$ cat src/rtl/cop_sequencer.sv
// GCD/LCM coprocessor sequencer: latches a command word from the core,
// stalls the core while iterating, then returns the result with a done pulse.
module cop_sequencer #(
  parameter int W  = 8,
  parameter int CW = 10
) (
  input  logic            clk,
  input  logic            reset,
  input  logic            start,
  input  logic [31:0]     cmd,
  output logic            busy,
  output logic            stall,
  output logic            done,
  output logic [2*W-1:0]  result,
  output logic [CW-1:0]   iters
);

  typedef enum logic [1:0] {
    IDLE,
    RUN,
    DONE
  } state_t;

  state_t         state_q;
  logic [2*W-1:0] x_q;
  logic [2*W-1:0] y_q;
  logic [W-1:0]   ra_q;
  logic [W-1:0]   rb_q;
  logic           op_q;
  logic [CW-1:0]  cnt_q;
  logic [2*W-1:0] result_q;
  logic [CW-1:0]  iters_q;

  logic [W-1:0]   a_w;
  logic [W-1:0]   b_w;
  logic [2*W-1:0] ra_ext;
  logic [2*W-1:0] rb_ext;
  logic           unused_cmd;

  assign a_w        = cmd[W-1:0];
  assign b_w        = cmd[8 +: W];
  assign ra_ext     = {{W{1'b0}}, ra_q};
  assign rb_ext     = {{W{1'b0}}, rb_q};
  assign unused_cmd = ^cmd[31:17];

  // The step counter runs privately so iters only moves on DONE entry.
  always_ff @(posedge clk or negedge reset) begin
    if (!reset) begin
      state_q  <= IDLE;
      x_q      <= '0;
      y_q      <= '0;
      ra_q     <= '0;
      rb_q     <= '0;
      op_q     <= 1'b0;
      cnt_q    <= '0;
      result_q <= '0;
      iters_q  <= '0;
    end else begin
      unique case (state_q)
        IDLE: begin
          if (start) begin
            ra_q  <= a_w;
            rb_q  <= b_w;
            op_q  <= cmd[16];
            x_q   <= {{W{1'b0}}, a_w};
            y_q   <= {{W{1'b0}}, b_w};
            cnt_q <= '0;
            if (a_w == '0 || b_w == '0) begin
              result_q <= cmd[16] ? '0
                        : {{W{1'b0}}, a_w | b_w};
              iters_q  <= '0;
              state_q  <= DONE;
            end else begin
              state_q <= RUN;
            end
          end
        end
        RUN: begin
          if (x_q == y_q) begin
            result_q <= x_q;
            iters_q  <= cnt_q;
            state_q  <= DONE;
          end else begin
            cnt_q <= cnt_q + CW'(1);
            if (!op_q) begin
              if (x_q > y_q) x_q <= x_q - y_q;
              else           y_q <= y_q - x_q;
            end else begin
              if (x_q < y_q) x_q <= x_q + ra_ext;
              else           y_q <= y_q + rb_ext;
            end
          end
        end
        DONE: begin
          state_q <= IDLE;
        end
        default: begin
          state_q <= IDLE;
        end
      endcase
    end
  end

  assign busy   = (state_q == RUN) || (state_q == DONE);
  assign done   = (state_q == DONE);
  assign stall  = (start && state_q == IDLE) || busy;
  assign result = result_q;
  assign iters  = iters_q;

endmodule

$ cat config.mk
export PLATFORM = sky130hd
export DESIGN_NAME = cop_sequencer
export DESIGN_NICKNAME = d
export VERILOG_FILES = /design/src/rtl/cop_sequencer.sv
export SDC_FILE = /design/constraint.sdc
export NUM_CORES = 1
export LEC_CHECK = 0
export ABC_CLOCK_PERIOD_IN_PS = 10050
export CORE_ASPECT_RATIO = 0.9
export CORE_UTILIZATION = 50
export DETAILED_ROUTE_END_ITERATION = 8
export PLACE_DENSITY_LB_ADDON = 0.25
export SLEW_MARGIN = 15
export SYNTH_ARGS = -nofsm -noshare
export SYNTH_HDL_FRONTEND = slang
export SYNTH_SLANG_ARGS = --single-unit
$ cat constraint.sdc
create_clock -name clk -period 10.05 [get_ports clk]
set_input_delay 1.5075 -clock clk [delete_from_list [all_inputs] [get_ports clk]]
set_output_delay 1.5075 -clock clk [all_outputs]
set_load 0.02 [all_outputs]
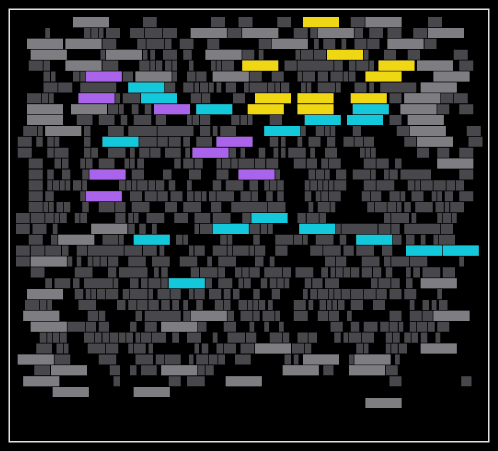
Run 1: where the registers sit
Drawn at 4 px/µm. Other sequential cells in the stronger gray, the rest of the logic in the fainter gray.
color	netlist name	placed flops
cyan	y_q	16
yellow	cnt_q	10
purple	rb_q	8

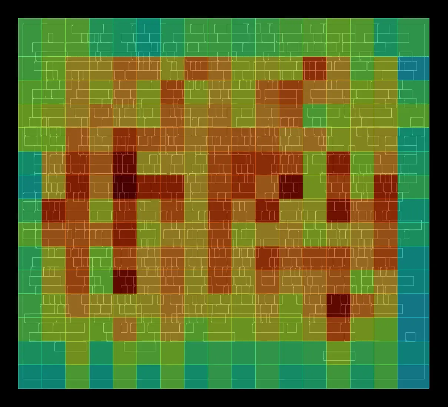
Run 1: routing congestion
wire per inst: 17.6 µm
GRT Max-Usage Layer: met2
met3 Use GR: 0.0466
final core occ: 0.586

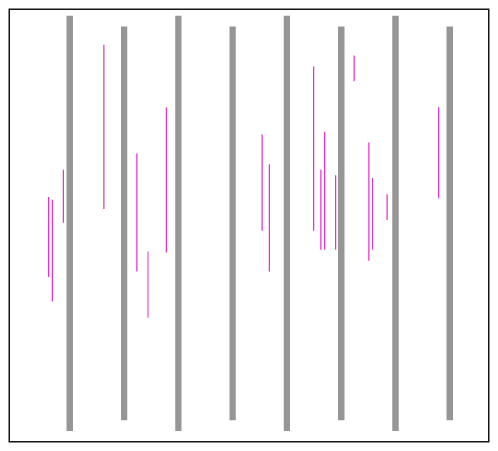
Run 1: M4 wires
Drawn at 4 px/µm. Supply wires on this layer in gray.
wire length on this layer	420 µm
nets with wire on the layer	15
main direction	vertical
share of all routed wire	2.6%

==> flow_metrics.tcl, run 1 <==
# implementation run metrics
set metrics [dict create \
    fp_nets 794 \
    final_common_cell "dfrtp_1" \
    worstRegToRegCells 14 \
    syn-cell-area_mm2 0.00621 \
    crit_type "in2out" \
    drtIter0Drc 384 \
    simple_gate_area_frac 0.173 \
    top_layer "met4" \
    hold_buffers 0 \
    via_per_inst 6.15 \
    whs_path_depth 2 \
    dp_hpwl_mm 11.9 \
    mux_share 0.0441 \
    grt.total_usage 0.263 \
    cpMaxStageDelayCell "clkdlybuf4s50_1" \
    cp-start-kind "input port" \
    diodes 0 \
    post_cts_resize_count 0 \
    grt_use_met2 0.434 \
    critPathMaxFanout 20 \
    path_common_cell "clkdlybuf4s50_1" \
    ios 64 \
    first_global_vias 5525 \
    ys_area_mm2 0.00621 \
    worst_pin_slew_ps 988 \
    finClkSkew_ps 11.2 \
    crit_path_end "stall" \
    status "finished, final reports clean" \
    crit_buf_inv 2 \
    root_buffer "clkbuf_16" \
    syn2layout_area_growth_pct 13.9 \
    cts_tree "built" \
    antenna_found_initial 0 \
    drt-total-wl_mm 16.0 \
]
run 1: power by group:
| part | internal, W | switching (W) | total (W) |
|---|---|---|---|
| Sequential | 0.000352 | 0.00000107 | 0.000353 |
| Clock | 0.000166 | 0.000143 | 0.000309 |
| Combinational | 0.0000116 | 0.0000177 | 0.0000294 |
| Total | 0.000530 | 0.000162 | 0.000692 |
run 1: synth_stat cells, types with 2 or more instances:
cell      instances  area share
a211o_1           3      0.0042
or4_4             2      0.0036
or2_2             2      0.0020
a221o_1           3      0.0048
buf_1             3      0.0018
nor2_1           59       0.036
nand2b_1         16       0.016
a22o_1           20       0.028
a22oi_1           9       0.011
inv_1            31       0.019
a211oi_1          4      0.0048
a31o_2            3      0.0042
a221oi_1          4      0.0056
nand2_1          67       0.040
o31ai_1           4      0.0048
nor2b_1          10       0.010
o22ai_1           9      0.0091
o211ai_1         10       0.012
o21ai_0          57       0.046
nor4_1            6      0.0060
nand4_1           3      0.0030
xnor2_1          22       0.031
dfrtp_1          87        0.35
o21a_1            4      0.0048
mux2_2           19       0.034
nor3b_1           2      0.0024
a311oi_1          2      0.0028
or3_1             7      0.0070
xor2_1           26       0.037
ha_1             45       0.091
a21oi_1          53       0.043
and3_1            8      0.0081
clkbuf_1         29       0.018
nor3_1           17       0.014
nand3_1          17       0.014
fa_1              3      0.0097
a21boi_0          2      0.0024
a31oi_1           4      0.0040
a21o_1           12       0.014
mux2i_1           6      0.0097
run 1: layout make-up:
cell class                 instances  area (µm²)
fill                            1094        5000
inverter                          31         116
sequential                        87        2180
timing repair buffer              55         531
clock buffer                      10         229
clock inverter                     5        36.3
tap                              160         200
multi-input combinational        559        3790
==> run 2: changes to the inputs <==
ABC_CLOCK_PERIOD_IN_PS = 4400   (was 10050)
clock period = 4.4 ns   (was 10.05 ns; I/O delays follow)
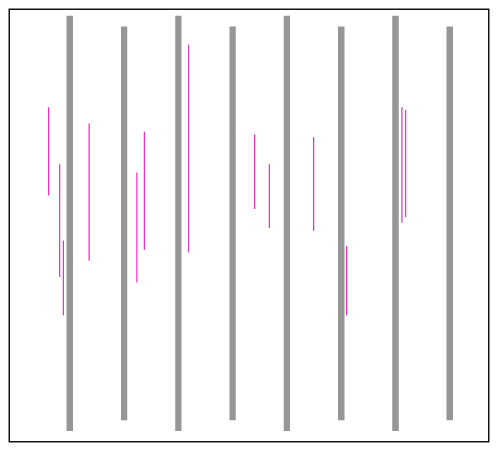
Run 2: M4 wires
Drawn at 4 px/µm. Supply wires on this layer in gray.
nets with wire on the layer	12
wire length on this layer	339 µm
main direction	vertical

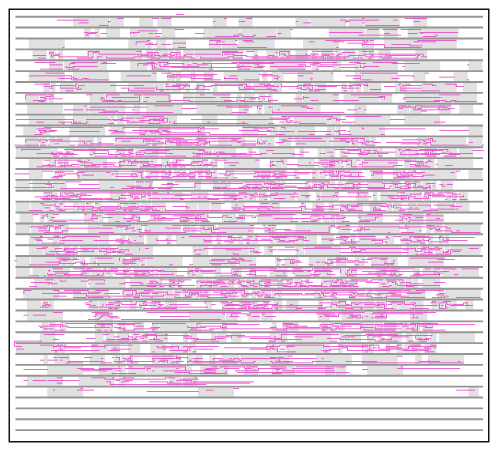
Run 2: signal wires on met1
Drawn at 4 px/µm. Supply wires on this layer in gray.
main direction	horizontal
longest straight run	30.8 µm
wire length on this layer	7360 µm
share of all routed wire	47%

==> run 2 against run 1 <==
Compared with the run above: die area unchanged; via count decreased by 0.64%; highest routed layer unchanged; worst setup slack got worse by 4500 ps; critical path type is now reg2reg; critical endpoint is now y_q[15].
==> flow_metrics.tcl, run 2 <==
# implementation run metrics
set metrics [dict create \
    status "finished, final reports clean" \
    sw_frac_of_total 0.228 \
    top_cell_area_share 0.350 \
    p_seq_frac 0.488 \
    holdWs_ps 363 \
    grt.total_usage 0.259 \
    cts_tree "built" \
    syn2layout_area_growth_pct 15.3 \
    crit_type "reg2reg" \
    hold_buffers 0 \
    ios 64 \
    first_global_vias 5459 \
    antenna_found_initial 0 \
    ys_top_cells_by_count "dfrtp_1, nand2_1, nor2_1" \
    critPathMaxFanout 7 \
    drtIter0Drc 371 \
    post_cts_resize_count 0 \
    p_int_w 0.00128 \
    yosysSeqAreaShare 0.350 \
    p_switching_w 0.000376 \
    worst_pin_slew_ps 980 \
    worstRegToRegCells 14 \
    ys_area_mm2 0.00621 \
    cpMaxStageDelayCell "dfrtp_1" \
    via_per_inst 6.05 \
    crit_path_end "y_q[15]" \
    fill_cells 1122 \
    finClkSkew_ps 12.2 \
    yosys.area.top_type "dfrtp_1" \
    final_core_util 0.593 \
    top_cell "dfrtp_1" \
    arrival_ps 4060 \
    wl_per_cell_um 17.3 \
    diodes 0 \
    drt-total-wl_mm 15.8 \
    p_clk_frac 0.471 \
    topCellsByArea "dfrtp_1, ha_1, o21ai_0, a21oi_1, nand2_1" \
    syn-cell-area_mm2 0.00621 \
    drive_gt1_frac 0.0807 \
    cp-start-kind "flip-flop" \
]
-- run 2: area by class of cell --
cell class,count,area [µm²],share of cell area
multi-input cells,559,3780,0.528
flip-flops and latches,87,2180,0.304
repair buffers,63,591,0.0824
clock buffers,10,229,0.0320
well taps,160,200,0.0279
inverters,31,116,0.0162
clock inverters,6,68.8,0.00960
-- run 2: cells by family (layout without fill, tap and decap cells) --
logic type	count (synthesis)	count (layout)	synth area share
XOR/XNOR	48	48	0.0677
buffers and inverters	65	110	0.0407
adder cells (fa/ha/maj)	48	48	0.100
multiplexers	25	25	0.0441
AND/OR/NAND/NOR	223	223	0.173
AND-OR/OR-AND	215	215	0.224
flip-flops	87	87	0.350
-- run 2: power groups by stage --
| stage | logic [W] | clock network, W | registers (W) |
|---|---|---|---|
| after global placement | 0.0000665 | 0 | 0.000822 |
| after global routing | 0.0000739 | 0.000826 | 0.000807 |
| after detailed placement | 0.0000680 | 0 | 0.000822 |
| final | 0.0000672 | 0.000778 | 0.000807 |
| after CTS | 0.0000682 | 0.000795 | 0.000806 |
| after floorplan | 0.00000717 | 0 | 0.000828 |
-- run 2: layer usage --
metal  global-route usage  vias up  routed length [µm]
met4                0.105        0                 339
li1                     -     2663                   -
met3               0.0450       28                 887
met2                0.425      182                7230
met1                0.339     2673                7360
met5                    0        -                   0
-- run 2: worst min-delay path by stage --
stage,end,startpoint,cells after the start,slack [ps]
final,x_q[13],reset,1,360
after global routing,x_q[14],reset,1,420
after CTS,x_q[13],reset,1,390
after detailed placement,result[7],result[7],2,470
after global placement,result[5],result[5],2,470
after floorplan,cnt_q[0],reset,0,360
-- run 2: stage by stage --
step,instances,instance area [µm²]
5_1_grt,916,7170
3_3_place_gp,900,6870
2_1_floorplan,711,6210
4_1_cts,916,7170
6_report,916,7170
3_5_place_dp,900,6870
==> run 3: changes to the inputs <==
CAP_MARGIN = 20   (was unset)
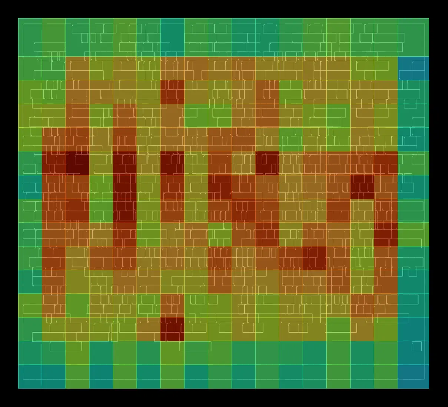
Run 3: routing congestion
met1 usage: 0.339
met3 Use GR: 0.0450
all-layer global routing usage: 0.259
met2 Usage GRT: 0.425
wire per inst: 17.3 µm

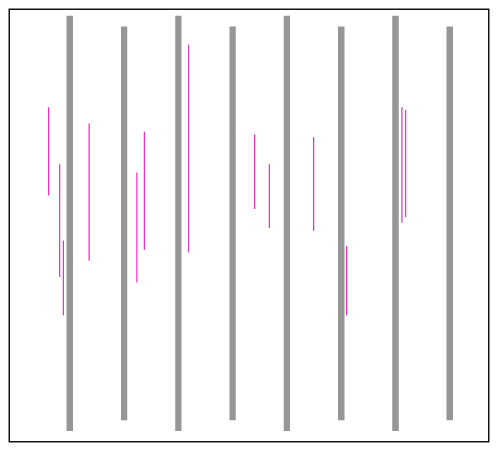
Run 3: M4 wires
Drawn at 4 px/µm. Supply wires on this layer in gray.
wire length on this layer	339 µm
longest straight run	51.7 µm
share of all routed wire	2.2%
main direction	vertical

==> run 3 against run 2 <==
Compared with the run above: first-iteration DRC count unchanged; fmax unchanged; wire length unchanged; synthesized cell count unchanged; highest routed layer unchanged; register-to-register slack about the same; worst setup slack unchanged; largest cell class unchanged; sequential cell count unchanged; combinational power about the same; die area unchanged.
==> flow_metrics.tcl, run 3 <==
# implementation run metrics
set metrics [dict create \
    place_inst 900 \
    mux_share 0.0441 \
    arrival_ps 4060 \
    drive_gt1_frac 0.0807 \
    drt-total-wl_mm 15.8 \
    simple_gate_area_frac 0.173 \
    final-instance-count-excl-fill 916 \
    ys_area_mm2 0.00621 \
    final_common_cell "dfrtp_1" \
    first_global_vias 5459 \
    yosysSeqAreaShare 0.350 \
    dp_hpwl_mm 11.8 \
    drtIter0Drc 371 \
    p_int_w 0.00128 \
    worst_pin_slew_ps 980 \
    cts_tree "built" \
    p_comb_frac 0.041 \
    hold_buffers 0 \
    top_cell_area_share 0.350 \
    top_cell "dfrtp_1" \
    syn2layout_area_growth_pct 15.3 \
    status "finished, final reports clean" \
    ios 64 \
    fp_nets 794 \
    p_switching_w 0.000376 \
    p_seq_frac 0.488 \
]
==> run 3: power by group through the flow <==
stage	clock (W)	combinational, W	sequential, W
after floorplan	0	0.00000717	0.000828
after global placement	0	0.0000665	0.000822
after detailed placement	0	0.0000680	0.000822
after CTS	0.000795	0.0000682	0.000806
after global routing	0.000826	0.0000739	0.000807
final	0.000778	0.0000672	0.000807
==> run 3: cell type report <==
cell class                      instances  area (µm²)
Clock buffer                           10         229
Clock inverter                          6        68.8
Fill cell                            1122        4910
Inverter                               31         116
Multi-Input combinational cell        559        3780
Sequential cell                        87        2180
Tap cell                              160         200
Timing Repair Buffer                   63         591
==> run 3: routing by layer <==
layer	part of all wire	up-vias	GRT usage
li1	-	2663	-
met1	0.47	2673	0.339
met2	0.46	182	0.425
met3	0.056	28	0.0450
met4	0.021	0	0.105
met5	0	-	0
==> run 3: kinds of logic (layout without fill, tap and decap cells) <==
kind of cell	after synthesis	after routing
flops	87	87
buf+inv	65	110
fa+ha+maj	48	48
simple gates	223	223
mux	25	25
compound gates	215	215
xor+xnor	48	48
==> run 3: worst max-delay path: cells and delay by family, from the launching register on <==
family                     cells  cell delay [ps]
xor gates and xnor gates       1              160
buffers and inverters          1              180
DFF                            1              460
adders and majority gates      2              590
and+or+nand+nor                7             1520
AOI/OAI and AO/OA              3              790
==> run 3: final timing paths <==
path	endpoint	slack, ps	cells past startpoint	start
max in group asynchronous	y_q[0]	3090	2	reset
min	x_q[13]	360	1	reset
max	y_q[15]	570	14	x_q[1]
min in group clk	result[7]	480	2	result[7]
min reg2reg	result[7]	480	2	result[7]
max reg2reg	y_q[15]	570	14	x_q[1]

==> gallery <==
Signal wires by layer.
Drawn at 4 px/µm. Two of the layers only.
Plate I
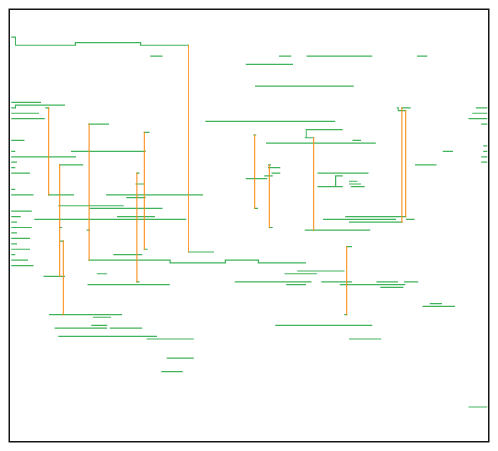
Plate II
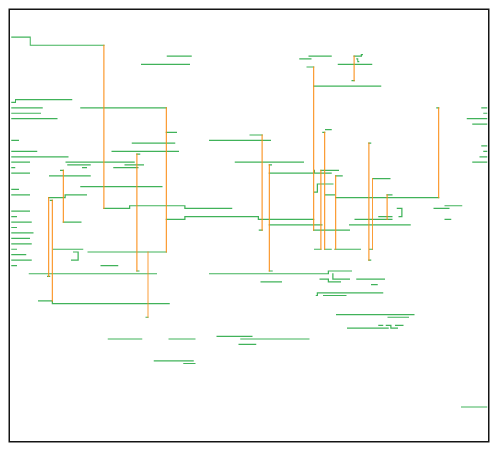
- run 1 = Plate II
- run 3 = Plate I

Key to Plate I:
color	layer	wire length
orange	M4	339 µm
green	M3	887 µm

Power figures rest on the tool's default switching activity, not on a simulated workload.
